## config.mk

```make
export PLATFORM = sky130hd
export DESIGN_NAME = game_ctrl
export DESIGN_NICKNAME = d
export VERILOG_FILES = /design/src/rtl/game_ctrl.sv
export SDC_FILE = /design/constraint.sdc
export NUM_CORES = 1
export LEC_CHECK = 0
export CAP_MARGIN = 20
export CORE_AREA = 2 2 94 96
export CTS_CLUSTER_SIZE = 10
export DETAILED_ROUTE_END_ITERATION = 6
export DIE_AREA = 0 0 96 98
export GPL_TIMING_DRIVEN = 0
export PLACE_DENSITY_LB_ADDON = 0.1
export SETUP_SLACK_MARGIN = 0.05
export SYNTH_ARGS = -nofsm -noshare
export SYNTH_HDL_FRONTEND = slang
export SYNTH_SLANG_ARGS = --single-unit
```

## constraint.sdc

```tcl
create_clock -name clk -period 12.8 [get_ports clk]
set_input_delay 2.56 -clock clk [delete_from_list [all_inputs] [get_ports clk]]
set_output_delay 2.56 -clock clk [all_outputs]
set_load 0.01 [all_outputs]
```

## src/rtl/game_ctrl.sv

```systemverilog
// Game sequencer: tracks the MENU/PLAYING/DEAD/WIN phase, a saturating 3-digit BCD score and the level.
// It also issues one-cycle sound triggers. All outputs come straight from flops.
module game_ctrl #(
  parameter int DEAD_HOLD_FRAMES = 120,
  parameter int WIN_HOLD_FRAMES  = 120,
  parameter int HOME_POINTS      = 10,
  parameter int LEVEL_MAX        = 15
) (
  input  logic        clk,
  input  logic        rst_n,
  input  logic        frame_tick,
  input  logic        any_key,
  input  logic        frog_advance,
  input  logic        frog_hit,
  input  logic        frog_home,
  output logic [1:0]  state,
  output logic [11:0] score_bcd,
  output logic [3:0]  level,
  output logic        sound_trig,
  output logic [1:0]  sound_id
);

  typedef enum logic [1:0] {
    ST_MENU    = 2'd0,
    ST_PLAYING = 2'd1,
    ST_DEAD    = 2'd2,
    ST_WIN     = 2'd3
  } state_t;

  localparam logic [1:0] SND_UI    = 2'd0;
  localparam logic [1:0] SND_NEXT  = 2'd1;
  localparam logic [1:0] SND_CRASH = 2'd2;
  localparam logic [1:0] SND_CELEB = 2'd3;

  // Hold counters compare against the last count value, so the N-th tick exits.
  localparam logic [7:0] DEAD_LAST = 8'(DEAD_HOLD_FRAMES - 1);
  localparam logic [7:0] WIN_LAST  = 8'(WIN_HOLD_FRAMES - 1);
  localparam logic [3:0] HOME_TENS = 4'(HOME_POINTS / 10);
  localparam logic [3:0] HOME_ONES = 4'(HOME_POINTS % 10);
  localparam logic [3:0] LVL_MAX   = 4'(LEVEL_MAX);

  state_t      state_q, state_d;
  logic [11:0] score_q, score_d;
  logic [3:0]  level_q, level_d;
  logic        sound_trig_q, sound_trig_d;
  logic [1:0]  sound_id_q, sound_id_d;
  logic [7:0]  hold_q, hold_d;

  // Digit-wise decimal add; a carry out of the hundreds digit saturates at 999.
  function automatic logic [11:0] bcd_add(input logic [11:0] s,
                                          input logic [3:0]  add_tens,
                                          input logic [3:0]  add_ones);
    logic [4:0] ones, tens, hund;
    logic       c0, c1;
    ones = {1'b0, s[3:0]} + {1'b0, add_ones};
    c0   = (ones > 5'd9);
    if (c0) ones = ones - 5'd10;
    tens = {1'b0, s[7:4]} + {1'b0, add_tens} + {4'd0, c0};
    c1   = (tens > 5'd9);
    if (c1) tens = tens - 5'd10;
    hund = {1'b0, s[11:8]} + {4'd0, c1};
    if (hund > 5'd9) return 12'h999;
    return {hund[3:0], tens[3:0], ones[3:0]};
  endfunction

  always_comb begin
    state_d      = state_q;
    score_d      = score_q;
    level_d      = level_q;
    sound_trig_d = 1'b0;
    sound_id_d   = sound_id_q;
    hold_d       = hold_q;
    case (state_q)
      ST_MENU: begin
        if (any_key) begin
          state_d      = ST_PLAYING;
          score_d      = 12'h000;
          level_d      = 4'd1;
          sound_trig_d = 1'b1;
          sound_id_d   = SND_UI;
        end
      end
      ST_PLAYING: begin
        if (frog_hit) begin
          state_d      = ST_DEAD;
          hold_d       = 8'd0;
          sound_trig_d = 1'b1;
          sound_id_d   = SND_CRASH;
        end else if (frog_home) begin
          state_d      = ST_WIN;
          hold_d       = 8'd0;
          score_d      = bcd_add(score_q, HOME_TENS, HOME_ONES);
          sound_trig_d = 1'b1;
          sound_id_d   = SND_CELEB;
        end else if (frog_advance) begin
          score_d = bcd_add(score_q, 4'd0, 4'd1);
        end
      end
      ST_DEAD: begin
        if (frame_tick) begin
          if (hold_q == DEAD_LAST) state_d = ST_MENU;
          else                     hold_d  = hold_q + 8'd1;
        end
      end
      ST_WIN: begin
        if (frame_tick) begin
          if (hold_q == WIN_LAST) begin
            state_d      = ST_PLAYING;
            level_d      = (level_q < LVL_MAX) ? level_q + 4'd1 : LVL_MAX;
            sound_trig_d = 1'b1;
            sound_id_d   = SND_NEXT;
          end else begin
            hold_d = hold_q + 8'd1;
          end
        end
      end
      default: state_d = ST_MENU;
    endcase
  end

  always_ff @(posedge clk or negedge rst_n) begin
    if (!rst_n) begin
      state_q      <= ST_MENU;
      score_q      <= 12'h000;
      level_q      <= 4'd1;
      sound_trig_q <= 1'b0;
      sound_id_q   <= SND_UI;
      hold_q       <= 8'd0;
    end else begin
      state_q      <= state_d;
      score_q      <= score_d;
      level_q      <= level_d;
      sound_trig_q <= sound_trig_d;
      sound_id_q   <= sound_id_d;
      hold_q       <= hold_d;
    end
  end

  assign state      = state_q;
  assign score_bcd  = score_q;
  assign level      = level_q;
  assign sound_trig = sound_trig_q;
  assign sound_id   = sound_id_q;

endmodule

```

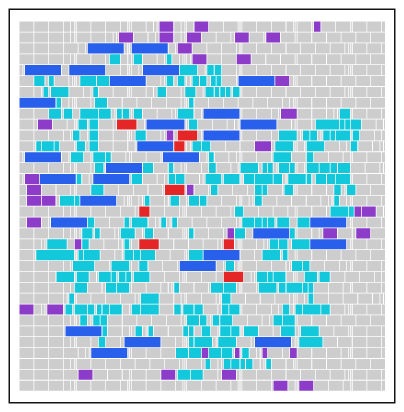
Figure 1: cell classes on the final placement.
Drawn at 4 px/um. Fill, decap, tap and diode cells in gray.
class	color	cells	share of their area
all other logic	cyan	237	59%
flip-flops	blue	29	26%
clock drivers and dummy loads	red	8	3.3%
other buffers and delay cells	purple	39	12%
post-route cell area: 2945 sq um
post-layout util: 0.3479

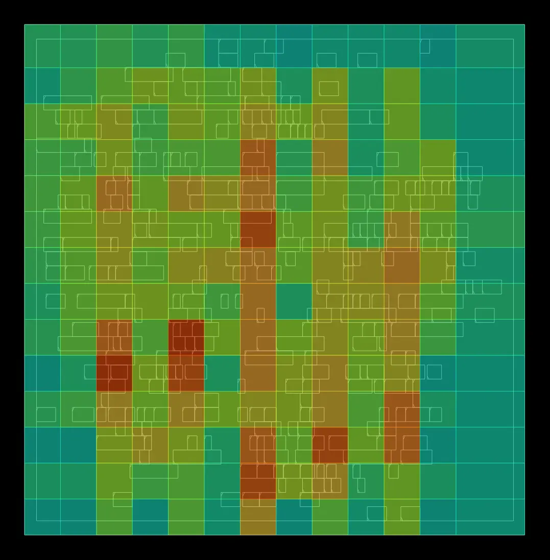
Figure 2: routing congestion.
grt peak-use layer: met2
WL/cell: 14.94 um
Total GRT Usage: 0.1408

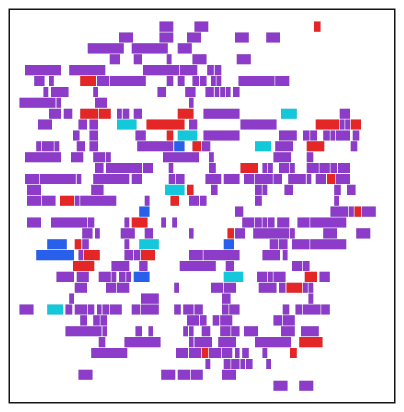
Figure 3: cell sizes after repair.
Drawn at 4 px/um.
size	color	cells	share	most used
drive 1 or less	purple	271	87%	dfrtp_1
drive 2	red	28	8.9%	buf_2
drive 3 to 4	blue	6	1.9%	clkinvlp_4
drive 6 and up	cyan	8	2.6%	clkbuf_8
Non-clk bufs: 39
Area Growth Syn to Fin: 20.04%
final worst-path setup slack: 7941 ps

==> ci_impl_report.md <==
## PnR job results

| Metric | Value |
|---|---|
| FP Core Util | `0.2898` |
| # fillers | `885` |
| Data buffer area share | `0.1160` |
| Aoi share | `0.2570` |
| Worst Hold Class | `reg2reg` |
| Routed length on met1 | `3167 um` |
| FP Rows | `34` |
| Reg power frac | `0.257` |
| Max clock buf depth | `2` |
| Chip area | `9408 sq um` |
| Clock Buffer Count | `5` |
| Mux cell area share | `0.01326` |
| Chip width | `96 um` |
| CTS Root Cell | `clkbuf_8` |
| Crit. Startpoint | `score_bcd[0]` |
| Simple-gate portion of the synthesized area | `0.2101` |
| Number of enable flip-flop cells | `0` |
| IR Drop Worst-Case VDD | `64.42 uV` |
| Top class by area | `logic gates` |
| Yosys stat chip area | `2454 sq um` |
| Pre-CTS WS | `7906 ps` |
| Reg area | `726.9 sq um` |
| Comb power | `0.000402 W` |
| Unique cell types | `70` |
| Mapped cell area | `2454 sq um` |
| Kind of critical path | `reg2reg` |
| H-tree depth | `2` |
| Clock slew at reported path FFs | `80 ps` |
| Fin nets | `338` |
| CP arrival | `5090 ps` |
| Syn Nets | `304` |
| Outcome | `finished clean` |
| DRC Markers | `0` |
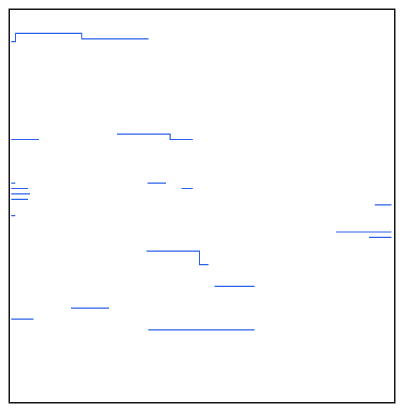
Figure 4: met3 routing.
Drawn at 4 px/um.
wire length on this layer	176 um
share of all routed wire	2.8%
main direction	horizontal
nets with wire on the layer	15
longest straight run	26.2 um
vias after detailed routing: 2135
overall routed net length: 6289 um
grt met3 use: 0.02701

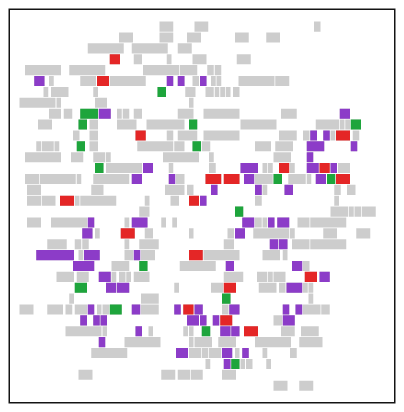
Figure 5: gate-type map.
Drawn at 4 px/um.
family	color	cells
AND and OR gates	green	17
AND-OR and OR-AND gates	red	18
inverting AOI/OAI gates	purple	65
logic share of the area: 0.5336
most numerous logic cell after layout: dfrtp_1
final std cells w/o fill: 421

No activity file was given, so power comes from the tool's default toggle rates.
